File: config.mk
export PLATFORM = sky130hd
export DESIGN_NAME = odd_parity_serial_receiver
export DESIGN_NICKNAME = d
export VERILOG_FILES = /design/src/rtl/odd_parity_pkg.sv /design/src/rtl/rx_bit_timer.sv /design/src/rtl/odd_parity_serial_receiver.sv
export SDC_FILE = /design/constraint.sdc
export NUM_CORES = 1
export LEC_CHECK = 0
export CAP_MARGIN = 20
export CORE_ASPECT_RATIO = 0.7
export CORE_MARGIN = 2
export CORE_UTILIZATION = 40
export CTS_CLUSTER_DIAMETER = 30
export CTS_CLUSTER_SIZE = 8
export DETAILED_ROUTE_END_ITERATION = 6
export SYNTH_ARGS = -nofsm -noshare
export SYNTH_HDL_FRONTEND = slang
export SYNTH_SLANG_ARGS = --single-unit
File: constraint.sdc
create_clock -name clk -period 1.8 [get_ports clk]
set_input_delay 0.45 -clock clk [delete_from_list [all_inputs] [get_ports clk]]
set_output_delay 0.45 -clock clk [all_outputs]
set_load 0.1 [all_outputs]
File: src/rtl/odd_parity_pkg.sv
// Shared types and helpers for the odd-parity receive/check path.
package odd_parity_pkg;

    // Receiver frame-tracking states.
    typedef enum logic [2:0] {
        IDLE   = 3'd0,
        START  = 3'd1,
        DATA   = 3'd2,
        PARITY = 3'd3,
        STOP   = 3'd4
    } rx_state_t;

    localparam int DEFAULT_DATA_WIDTH   = 4;
    localparam int DEFAULT_CLKS_PER_BIT = 4;

    // Widest {parity, data} message the helper accepts; narrower messages
    // are zero-extended, which leaves the XOR reduction unchanged.
    localparam int MAX_MSG_WIDTH = 64;

    // 1 when the message holds an even number of ones (odd parity broken).
    function automatic logic odd_parity_error(input logic [MAX_MSG_WIDTH-1:0] msg);
        return ~^msg;
    endfunction

endpackage

File: src/rtl/rx_bit_timer.sv
// Bit-period timer: counts 0..CLKS_PER_BIT-1 and wraps. Ticks flag the
// mid-bit point and the end of a bit period; restart forces the count to 0.
module rx_bit_timer #(
    parameter int CLKS_PER_BIT = 4
) (
    input  logic clk,
    input  logic rst,
    input  logic restart,
    output logic half_tick,
    output logic full_tick
);

    localparam int CW = (CLKS_PER_BIT > 2) ? $clog2(CLKS_PER_BIT) : 1;
    localparam logic [CW-1:0] LAST_COUNT = CW'(CLKS_PER_BIT - 1);
    localparam logic [CW-1:0] HALF_COUNT = CW'(CLKS_PER_BIT / 2 - 1);

    logic [CW-1:0] count_q;
    logic [CW-1:0] count_d;

    // Next count: restart wins, otherwise wrap at the end of the bit period.
    always_comb begin
        count_d = count_q;
        if (restart) begin
            count_d = '0;
        end else if (count_q == LAST_COUNT) begin
            count_d = '0;
        end else begin
            count_d = count_q + 1'b1;
        end
    end

    // Count register.
    always_ff @(posedge clk or posedge rst) begin
        if (rst) begin
            count_q <= '0;
        end else begin
            count_q <= count_d;
        end
    end

    assign half_tick = (count_q == HALF_COUNT);
    assign full_tick = (count_q == LAST_COUNT);

endmodule

File: src/rtl/odd_parity_serial_receiver.sv
// Serial frame receiver: start bit, DATA_WIDTH data bits LSB first, odd
// parity bit, stop bit. Delivers {parity, data} plus error flags through a
// valid/ready output register with overrun reporting.
//
// Handshake: a frame is transferred on a rising edge where msg_valid and
// msg_ready are both 1. While msg_valid is 1 the message and flags hold
// still; msg_ready while msg_valid is 0 has no effect.
module odd_parity_serial_receiver
    import odd_parity_pkg::*;
#(
    parameter int DATA_WIDTH   = DEFAULT_DATA_WIDTH,
    parameter int CLKS_PER_BIT = DEFAULT_CLKS_PER_BIT
) (
    input  logic                  clk,
    input  logic                  rst,
    input  logic                  serial_in,
    output logic [DATA_WIDTH:0]   parity_message,
    output logic                  msg_valid,
    input  logic                  msg_ready,
    output logic                  parity_error,
    output logic                  framing_error,
    output logic                  overrun
);

    localparam int IW = (DATA_WIDTH > 1) ? $clog2(DATA_WIDTH) : 1;
    localparam logic [IW-1:0] LAST_BIT = IW'(DATA_WIDTH - 1);

    // Frame tracking.
    rx_state_t state_q, state_d;
    logic [IW-1:0]         bit_idx_q, bit_idx_d;
    logic [DATA_WIDTH-1:0] data_q, data_d;
    logic                  parity_q, parity_d;
    logic                  stop_q, stop_d;
    logic                  done_q, done_d;

    // Output register.
    logic [DATA_WIDTH:0]   msg_q, msg_d;
    logic                  valid_q, valid_d;
    logic                  perr_q, perr_d;
    logic                  ferr_q, ferr_d;
    logic                  ovr_q, ovr_d;

    // Timer interface and FSM decode.
    logic timer_restart;
    logic half_tick;
    logic full_tick;
    logic start_ok;
    logic data_en;
    logic parity_en;
    logic stop_en;

    logic [MAX_MSG_WIDTH-1:0] msg_ext;

    rx_bit_timer #(
        .CLKS_PER_BIT (CLKS_PER_BIT)
    ) u_bit_timer (
        .clk       (clk),
        .rst       (rst),
        .restart   (timer_restart),
        .half_tick (half_tick),
        .full_tick (full_tick)
    );

    // FSM state register.
    always_ff @(posedge clk or posedge rst) begin
        if (rst) begin
            state_q <= IDLE;
        end else begin
            state_q <= state_d;
        end
    end

    // FSM next state: start bit is confirmed at mid-bit, later bits are
    // one full period apart.
    always_comb begin
        state_d = state_q;
        unique case (state_q)
            IDLE:    if (!serial_in) state_d = START;
            START:   if (half_tick) state_d = serial_in ? IDLE : DATA;
            DATA:    if (full_tick && (bit_idx_q == LAST_BIT)) state_d = PARITY;
            PARITY:  if (full_tick) state_d = STOP;
            STOP:    if (full_tick) state_d = IDLE;
            default: state_d = IDLE;
        endcase
    end

    // FSM outputs. The timer is held at 0 while the line idles high so the
    // falling-edge cycle counts as timer 0; it is re-zeroed at the start
    // sample so data samples land on full-period ticks.
    always_comb begin
        timer_restart = 1'b0;
        start_ok      = 1'b0;
        data_en       = 1'b0;
        parity_en     = 1'b0;
        stop_en       = 1'b0;
        unique case (state_q)
            IDLE:    timer_restart = serial_in;
            START:   begin
                timer_restart = half_tick;
                start_ok      = half_tick && !serial_in;
            end
            DATA:    data_en   = full_tick;
            PARITY:  parity_en = full_tick;
            STOP:    stop_en   = full_tick;
            default: timer_restart = 1'b1;
        endcase
    end

    // Sample capture: data bits LSB first, then parity and stop.
    always_comb begin
        bit_idx_d = bit_idx_q;
        data_d    = data_q;
        parity_d  = parity_q;
        stop_d    = stop_q;
        done_d    = stop_en;
        if (start_ok) begin
            bit_idx_d = '0;
        end
        if (data_en) begin
            data_d[bit_idx_q] = serial_in;
            if (bit_idx_q != LAST_BIT) begin
                bit_idx_d = bit_idx_q + 1'b1;
            end
        end
        if (parity_en) begin
            parity_d = serial_in;
        end
        if (stop_en) begin
            stop_d = serial_in;
        end
    end

    // Sample capture registers.
    always_ff @(posedge clk or posedge rst) begin
        if (rst) begin
            bit_idx_q <= '0;
            data_q    <= '0;
            parity_q  <= 1'b0;
            stop_q    <= 1'b0;
            done_q    <= 1'b0;
        end else begin
            bit_idx_q <= bit_idx_d;
            data_q    <= data_d;
            parity_q  <= parity_d;
            stop_q    <= stop_d;
            done_q    <= done_d;
        end
    end

    // Output register next values: load a completed frame if the slot is
    // free or being drained this edge, otherwise drop it and flag overrun.
    always_comb begin
        msg_ext = '0;
        msg_ext[DATA_WIDTH:0] = {parity_q, data_q};
        msg_d   = msg_q;
        valid_d = valid_q;
        perr_d  = perr_q;
        ferr_d  = ferr_q;
        ovr_d   = 1'b0;
        if (done_q) begin
            if (!valid_q || msg_ready) begin
                msg_d   = {parity_q, data_q};
                perr_d  = odd_parity_error(msg_ext);
                ferr_d  = ~stop_q;
                valid_d = 1'b1;
            end else begin
                ovr_d = 1'b1;
            end
        end else if (valid_q && msg_ready) begin
            valid_d = 1'b0;
        end
    end

    // Output registers.
    always_ff @(posedge clk or posedge rst) begin
        if (rst) begin
            msg_q   <= '0;
            valid_q <= 1'b0;
            perr_q  <= 1'b0;
            ferr_q  <= 1'b0;
            ovr_q   <= 1'b0;
        end else begin
            msg_q   <= msg_d;
            valid_q <= valid_d;
            perr_q  <= perr_d;
            ferr_q  <= ferr_d;
            ovr_q   <= ovr_d;
        end
    end

    assign parity_message = msg_q;
    assign msg_valid      = valid_q;
    assign parity_error   = perr_q;
    assign framing_error  = ferr_q;
    assign overrun        = ovr_q;

endmodule
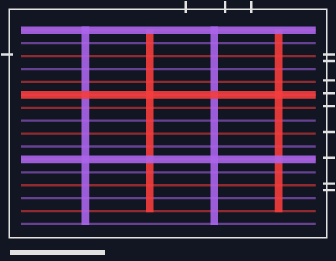
run_1/floorplan.png
Bar = 20 um. Pins as bars on the die edge.
legend:
  VDD:
    color: red
  VSS:
    color: purple
met1 rails: 16
met5 straps: 3
vertical die size: 47.8 um
core footprint: 2530 sq um
die x size: 66.6 um
maximum VDD drop: 618 uV

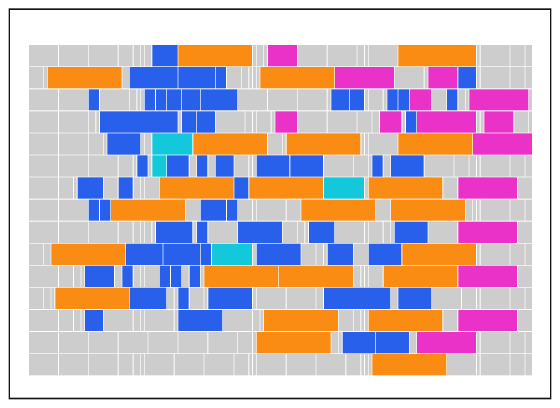
run_1/class_map.png
Fill, decap, tap and diode cells in gray.
legend:
  remaining buffers and delay cells:
    color: magenta
    cells: 15
  clock drivers and dummy loads:
    color: cyan
    cells: 4
  sequential cells:
    color: orange
    cells: 23
  remaining logic cells:
    color: blue
    cells: 61

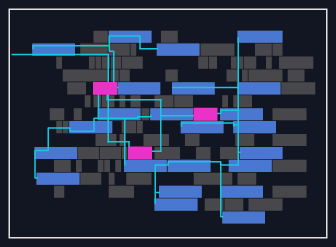
run_1/clock_wires.png
legend:
  clock wires:
    color: cyan
    length: 282 um
  flip-flops:
    color: blue
    count: 23
  clock-net drivers:
    color: magenta
    count: 3
flops lie: all over the die
routed clock nets: 4
Fin Clk Skew: 4.21 ps
Clock Power Share: 13.5%

==> impl_metrics.env, run 1 <==
# physical design summary
export IMPL_detail_route_wl_per_cell_um=12.8
export IMPL_run_status="finished clean"
export IMPL_synth_top_cell_by_area="sky130_fd_sc_hd__dfrtp_1"
export IMPL_startpoint_type="flip-flop"
export IMPL_yosysChipArea_sq_um=1100
export IMPL_first_pass_iters=4
export IMPL_syn_area_sq_um=1100
export IMPL_timing_critical_path_cells="ha_1 > and4bb_4 > nand2_1 > mux2_4"
export IMPL_end_kind="flip-flop"
export IMPL_postSynthCellCount=86
export IMPL_max_cap_violations=0
export IMPL_timing_final_hold_violations=0
export IMPL_replace_congestion=0.767
export IMPL_yosysUniqueCellTypes=28
export IMPL_place_ws_ps=72.2
export IMPL_htree_depth=1
export IMPL_yosysWarnings=0
export IMPL_clock_tree_root_cell="sky130_fd_sc_hd__clkbuf_8"
export IMPL_clock_sinks=23
export IMPL_cp_arrival_ps=1650
export IMPL_synth_ff_latch_count=23
export IMPL_die_area_sq_um=3180
export IMPL_aoi_share_pct=3.77
export IMPL_antenna_found_initial=0
export IMPL_clock_insertion_delay_worst_skew_ps=260
export IMPL_post_synth_cell_area_avg_sq_um=12.7
export IMPL_setup_violations_final=0
export IMPL_timing_slew_headroom_pct=80.2
export IMPL_drive_above_1_share_pct=29.1
export IMPL_enable_flop_cells=0
export IMPL_cpLargestDelayFamily="simple AND/OR/NAND/NOR gates"
export IMPL_synth_cellmix_adderShare_pct=6.85
export IMPL_maxClockFrequency_mhz=669
export IMPL_grt_first_pass_wirelength_um=3120
export IMPL_cts_buffer_depth=2
export IMPL_wirelength_um=1750
export IMPL_final_nets=114
export IMPL_worstPathMaxFanout=8
export IMPL_vias_in_the_first_global_route=676
export IMPL_tightest_slew_ps=296
export IMPL_yosys_stat_seqShare_pct=52.5
export IMPL_stage_log_warnings=30
export IMPL_final_setup_tns_ps=0
export IMPL_cts_hold_buffers_added=0
export IMPL_antenna_left=0
export IMPL_final_period_minus_worst_setup_slack_ps=1490
export IMPL_final_slew_violations=0
export IMPL_max_stage_delay_ps=380
export IMPL_cts_tree="yes"
export IMPL_initialDrtViolationCount=27
export IMPL_dp_final_hpwl_um=1290
export IMPL_yosysTopAreaCellShare_pct=52.5
export IMPL_clk_pin_slew_worst_paths_ps=80
export IMPL_grt_setup_unrepaired="no"
export IMPL_drc=0
export IMPL_most_common_reg_cell="sky130_fd_sc_hd__dfrtp_1"
export IMPL_top_logic_kind="multiplexers"
export IMPL_n_antenna_cell=0
export IMPL_slowest_cell_on_the_critical_path="sky130_fd_sc_hd__dfrtp_1"
export IMPL_final_critical_path_setup_slack_ps=305
export IMPL_p_per_area_nw_per_um2=1700
export IMPL_worst_endpoint_required_ps=1950
export IMPL_ys_top_cells_by_area="sky130_fd_sc_hd__dfrtp_1 53%, sky130_fd_sc_hd__mux2_2 8.2%, sky130_fd_sc_hd__ha_1 6.8%, sky130_fd_sc_hd__mux2_4 5.5%, sky130_fd_sc_hd__nand2_1 3.8%"
export IMPL_largest_net_degree_at_the_start_of_global_routing=24
export IMPL_hold_removal_path_class="reg2reg"
export IMPL_muxShareOfSynthArea_pct=17.0
export IMPL_ioPinCount=13
export IMPL_post_synth_xor_area_fraction_pct=3.65
export IMPL_floorplan_core_util_pct=43.3
export IMPL_vias=682
export IMPL_synth_stat_cells=86
export IMPL_syn_to_final_growth_pct=28.0
export IMPL_p_leak_uw=0.000659
export IMPL_grt_usage_pct=13.8
export IMPL_post_cts_setup_buffers=0
export IMPL_ys_async_sr_fraction_pct=100
export IMPL_min_period_over_period_pct=83.0
export IMPL_critical_path_class="reg2reg"
export IMPL_port_buffers=12
export IMPL_post_cts_resize_count=0
export IMPL_core_rowCount=15
export IMPL_post_synth_and_or_nand_nor_area_fraction_pct=12.3
export IMPL_critical_path_n_buffers_inverters=0
export IMPL_grt_remaining_overflow=0
export IMPL_floorplan_nets=96
export IMPL_drt_vias_per_instance=4.98
export IMPL_numCtsBuffers=3
[run 1: routing by layer]
layer  routed length [um]  up-vias  GRT usage, %
met4                   29        0          7.35
met1                  862      336          18.3
met5                    0        -             0
met2                  773       13          20.4
met3                   86        5          4.71
li1                     -      328             -
[run 1: synth_stat cells (2+ instances only)]
cell	number
sky130_fd_sc_hd__dfrtp_1	23
sky130_fd_sc_hd__ha_1	6
sky130_fd_sc_hd__o21ai_0	2
sky130_fd_sc_hd__mux2_4	4
sky130_fd_sc_hd__nor2_1	3
sky130_fd_sc_hd__mux2_2	8
sky130_fd_sc_hd__inv_1	7
sky130_fd_sc_hd__nand2_1	11
sky130_fd_sc_hd__a21oi_1	2
sky130_fd_sc_hd__xnor2_1	2
[run 1: per-stage QoR]
step	total power, uW	cells	utilization, %	hold slack, ps	area, sq um
detailed placement	2090	133	53.5	468	1360
global placement	2070	133	53.5	461	1360
CTS	2410	137	55.4	478	1400
global route	2530	137	55.4	497	1400
finish	2390	137	55.4	472	1400
floorplan	1730	86	-	432	1100
[run 1: worst paths after layout]
path,start,to,slack [ps],cells past startpoint
max,u_bit_timer.count_q[0],data_q[3],310,4
min in group asynchronous,rst,parity_q,540,3
min,stop_q,framing_error,470,1
max in group asynchronous,rst,msg_valid,1020,3
min reg2reg,stop_q,framing_error,470,1
max reg2reg,u_bit_timer.count_q[0],data_q[3],310,4
[run 1: registers in the layout, summed over array words and instances, names as in the netlist, 2 cells and up]
register / count
bit_idx_q: 2
data_q: 4
parity_message: 5
state_q: 3
u_bit_timer.count_q: 2
[run 1: placed cells by master, fill, tap and decap left out, types with 4 or more instances in the layout]
master,count
sky130_fd_sc_hd__dfrtp_1,22
sky130_fd_sc_hd__inv_1,7
sky130_fd_sc_hd__mux2_4,4
sky130_fd_sc_hd__buf_12,9
sky130_fd_sc_hd__nand2_1,11
sky130_fd_sc_hd__mux2_2,8
sky130_fd_sc_hd__ha_1,6
[run 1: final cells by class]
type	instances	area, sq um
clock buffer	3	41.3
multi-input combinational	54	478
timing repair buffer	15	233
sequential	23	577
tap	34	42.5
inverter	7	26.3
clock inverter	1	5.00
fill	214	1130
[run 1: cell families (layout without fill, tap and decap cells)]
logic type	count (synthesis)	in the layout
simple gates	24	24
flops	23	23
mux	14	14
buf+inv	9	26
compound gates	7	7
fa+ha+maj	6	6
xor+xnor	3	3
[run 1: where the power goes]
group          total, uW  switching, uW  internal (uW)
Sequential           895            195            700
Combinational       1170            623            549
Clock                321            167            155
run_1/layers.png
Bar = 20 um. Two of the layers only.
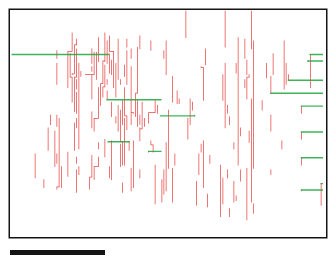

--- run 2 (diff from run 1) ---
clock period = 1.5 ns   (was 1.8 ns; I/O delays follow)
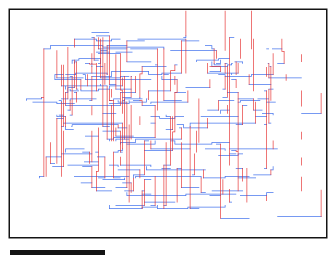
run_2/layers.png
Bar = 20 um. Two of the layers only.
legend:
  M2:
    color: red
    wire_length: 828 um
  M1:
    color: blue
    wire_length: 831 um

==> run 2 against run 1 <==
  * Maximum frequency up 5.9%
  * Power rose by 21%
  * Final area up 1.6%
  * Final cell count grew 0.73%
  * Die size unchanged
  * Critical path depth stayed put
  * Sequential cell count unchanged
  * Sequential share of layout area is 0.47 points lower
  * First-iteration DRC count shrank 78%
  * Non-clock buffer count rose by 1
  * Largest cell class unchanged
==> impl_metrics.env, run 2 <==
# physical design summary
export IMPL_syn_to_final_growth_pct=30.0
export IMPL_final_layout_top_logic_cell="sky130_fd_sc_hd__dfrtp_1"
export IMPL_final_period_minus_worst_setup_slack_ps=1410
export IMPL_n_antenna_cell=0
export IMPL_grt_setup_unrepaired="no"
export IMPL_largest_net_degree_at_the_start_of_global_routing=24
export IMPL_drive_above_1_share_pct=30.8
export IMPL_wirelength_um=1740
export IMPL_yosysWarnings=0
export IMPL_worst_flop_to_flop_path_endpoint="data_q[3]"
export IMPL_syn_area_sq_um=1100
export IMPL_detail_route_wl_per_cell_um=12.6
export IMPL_most_common_reg_cell="sky130_fd_sc_hd__dfrtp_1"
export IMPL_timing_final_hold_violations=0
export IMPL_synth_stat_cells=86
export IMPL_top_cells_by_count="23 x sky130_fd_sc_hd__dfrtp_1, 11 x sky130_fd_sc_hd__nand2_1, 8 x sky130_fd_sc_hd__mux2_2, 7 x sky130_fd_sc_hd__inv_1, 6 x sky130_fd_sc_hd__ha_1"
export IMPL_grt_first_pass_wirelength_um=2950
export IMPL_setup_violations_final=0
export IMPL_max_cap_violations=0
export IMPL_floorplan_nets=96
export IMPL_first_pass_iters=4
export IMPL_die_area_sq_um=3180
export IMPL_die_height_um=47.8
export IMPL_floorplan_core_util_pct=43.3
export IMPL_antenna_found_initial=0
export IMPL_ir_worst_vdd_uv=828
export IMPL_final_slew_violations=0
export IMPL_final_critical_path_setup_slack_ps=88.6
export IMPL_enable_flop_cells=0
export IMPL_cp_arrival_ps=1560
export IMPL_post_synth_cell_area_avg_sq_um=12.7
export IMPL_setup_worst_path_end="data_q[3]"
export IMPL_ys_top_cells_by_area="sky130_fd_sc_hd__dfrtp_1 53%, sky130_fd_sc_hd__mux2_2 8.2%, sky130_fd_sc_hd__ha_1 6.8%, sky130_fd_sc_hd__mux2_4 5.5%, sky130_fd_sc_hd__nand2_1 3.8%"
export IMPL_worstRegToRegCells=4
export IMPL_timing_slew_headroom_pct=80.7
export IMPL_finish_cell_count_without_fillers=138
export IMPL_yosysTopAreaCellShare_pct=52.5
export IMPL_htree_depth=1
export IMPL_synth_top_cell_by_count="sky130_fd_sc_hd__dfrtp_1"
export IMPL_clock_insertion_delay_worst_skew_ps=260
export IMPL_r2r_start="u_bit_timer.count_q[0]"
export IMPL_clk_pin_slew_worst_paths_ps=80
export IMPL_clock_tree_root_cell="sky130_fd_sc_hd__clkbuf_8"
export IMPL_postSynthCellCount=86
export IMPL_drt_vias_per_instance=4.86
export IMPL_antenna_left=0
export IMPL_end_kind="flip-flop"
export IMPL_yosysUniqueCellTypes=28
export IMPL_ioPinCount=13
export IMPL_core_rowCount=15
export IMPL_replace_congestion=0.823
export IMPL_cts_hold_buffers_added=0
export IMPL_p_leak_uw=0.000663
export IMPL_min_period_over_period_pct=94.1
export IMPL_initialDrtViolationCount=6
export IMPL_placedCellCount=134
export IMPL_synth_top_cell_by_area="sky130_fd_sc_hd__dfrtp_1"
export IMPL_clock_sinks=23
export IMPL_drc=0
export IMPL_run_status="finished clean"
export IMPL_port_buffers=12
export IMPL_ys_async_sr_fraction_pct=100
export IMPL_final_core_utilization_pct=56.2
export IMPL_final_cell_mix="22 x sky130_fd_sc_hd__dfrtp_1, 11 x sky130_fd_sc_hd__nand2_1, 9 x sky130_fd_sc_hd__buf_12, 8 x sky130_fd_sc_hd__mux2_2, 7 x sky130_fd_sc_hd__inv_1"
export IMPL_p_per_area_nw_per_um2=2030
export IMPL_worst_clock_skew_ps=3.67
export IMPL_cts_buffer_depth=2
export IMPL_cts_tree="yes"
export IMPL_yosysChipArea_sq_um=1100
export IMPL_final_nets=115
export IMPL_startpoint="u_bit_timer.count_q[0]"
export IMPL_dp_final_hpwl_um=1330
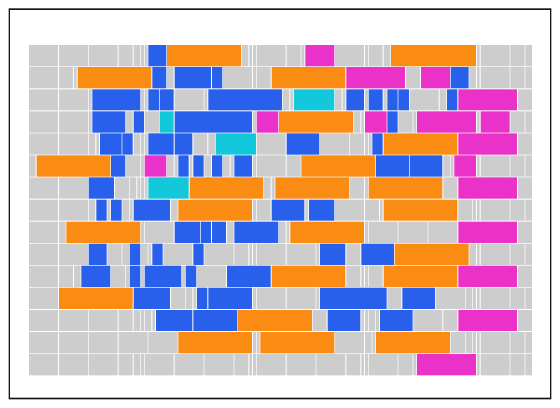
run_2/class_map.png
Fill, decap, tap and diode cells in gray.
legend:
  remaining buffers and delay cells:
    color: magenta
    cells: 16
  clock drivers and dummy loads:
    color: cyan
    cells: 4
  sequential cells:
    color: orange
    cells: 23
  remaining logic cells:
    color: blue
    cells: 61

## run 2: cell types whose count changed in the layout (fill, tap and decap cells not counted), sizes merged
cell / delta
buf: +1
## run 2: final cells by class
class / instances / area [sq um]
clock buffers: 3 / 41.3
clock inverters: 1 / 5.00
fillers: 213 / 1110
inverters: 7 / 26.3
multi-input cells: 54 / 490
flip-flops and latches: 23 / 579
well taps: 34 / 42.5
repair buffers: 16 / 240
## run 2: critical path: stages (launching register included)
cell                       delay, ps
sky130_fd_sc_hd__dfrtp_1         430
sky130_fd_sc_hd__ha_4            200
sky130_fd_sc_hd__and4bb_4        290
sky130_fd_sc_hd__nand2_1          80
sky130_fd_sc_hd__mux2_4          300
## run 2: logic make-up (layout without fill, tap and decap cells)
logic type / Yosys count / after routing / synth area share, %
AND-OR/OR-AND: 7 / 7 / 3.77
XOR/XNOR: 3 / 3 / 3.65
adder cells (fa/ha/maj): 6 / 6 / 6.85
buffers and inverters: 9 / 27 / 3.88
flip-flops: 23 / 23 / 52.5
multiplexers: 14 / 14 / 17.0
AND/OR/NAND/NOR: 24 / 24 / 12.3
## run 2: stage by stage
| stage | hold WS, ps | setup TNS, ps | cell area (sq um) | total power [uW] |
|---|---|---|---|---|
| after global placement | 459 | -1000 | 1370 | 2480 |
| after CTS | 474 | 0 | 1420 | 2910 |
| after detailed placement | 466 | -1150 | 1370 | 2520 |
| final | 463 | 0 | 1430 | 2900 |
| after global routing | 509 | 0 | 1430 | 3080 |
| after floorplan | 377 | 0 | 1100 | 2070 |
## run 2: how the worst min path moves through the flow
| stage | start | end | slack (ps) |
|---|---|---|---|
| 3_3_place_gp | stop_q | framing_error | 460 |
| 2_1_floorplan | rst | bit_idx_q[0] | 380 |
| 3_5_place_dp | stop_q | framing_error | 470 |
| 6_report | rst | parity_message[2] | 460 |
| 4_1_cts | rst | overrun | 470 |
| 5_1_grt | rst | done_q | 510 |
## run 2: timing repair
| action | in CTS | in global routing |
|---|---|---|
| gates resized | 1 | 1 |
| gates cloned | 0 | 0 |
| endpoints found under the setup margin | 1 | 3 |
## run 2: power breakdown
part | internal (uW) | leakage [uW] | switching (uW)
registers | 841 | 0.000297 | 251
clock network | 185 | 0.0000255 | 195
logic | 672 | 0.000340 | 752
total | 1700 | 0.000663 | 1200
## run 2: routing by layer
metal,track usage [%],wire (um),vias to the layer above
li1,-,-,330
met1,16.7,830,326
met2,21.8,827,14
met3,4.47,81,0
met4,3.67,0,0
met5,0,0,-
No activity file was given, so power comes from the tool's default toggle rates.
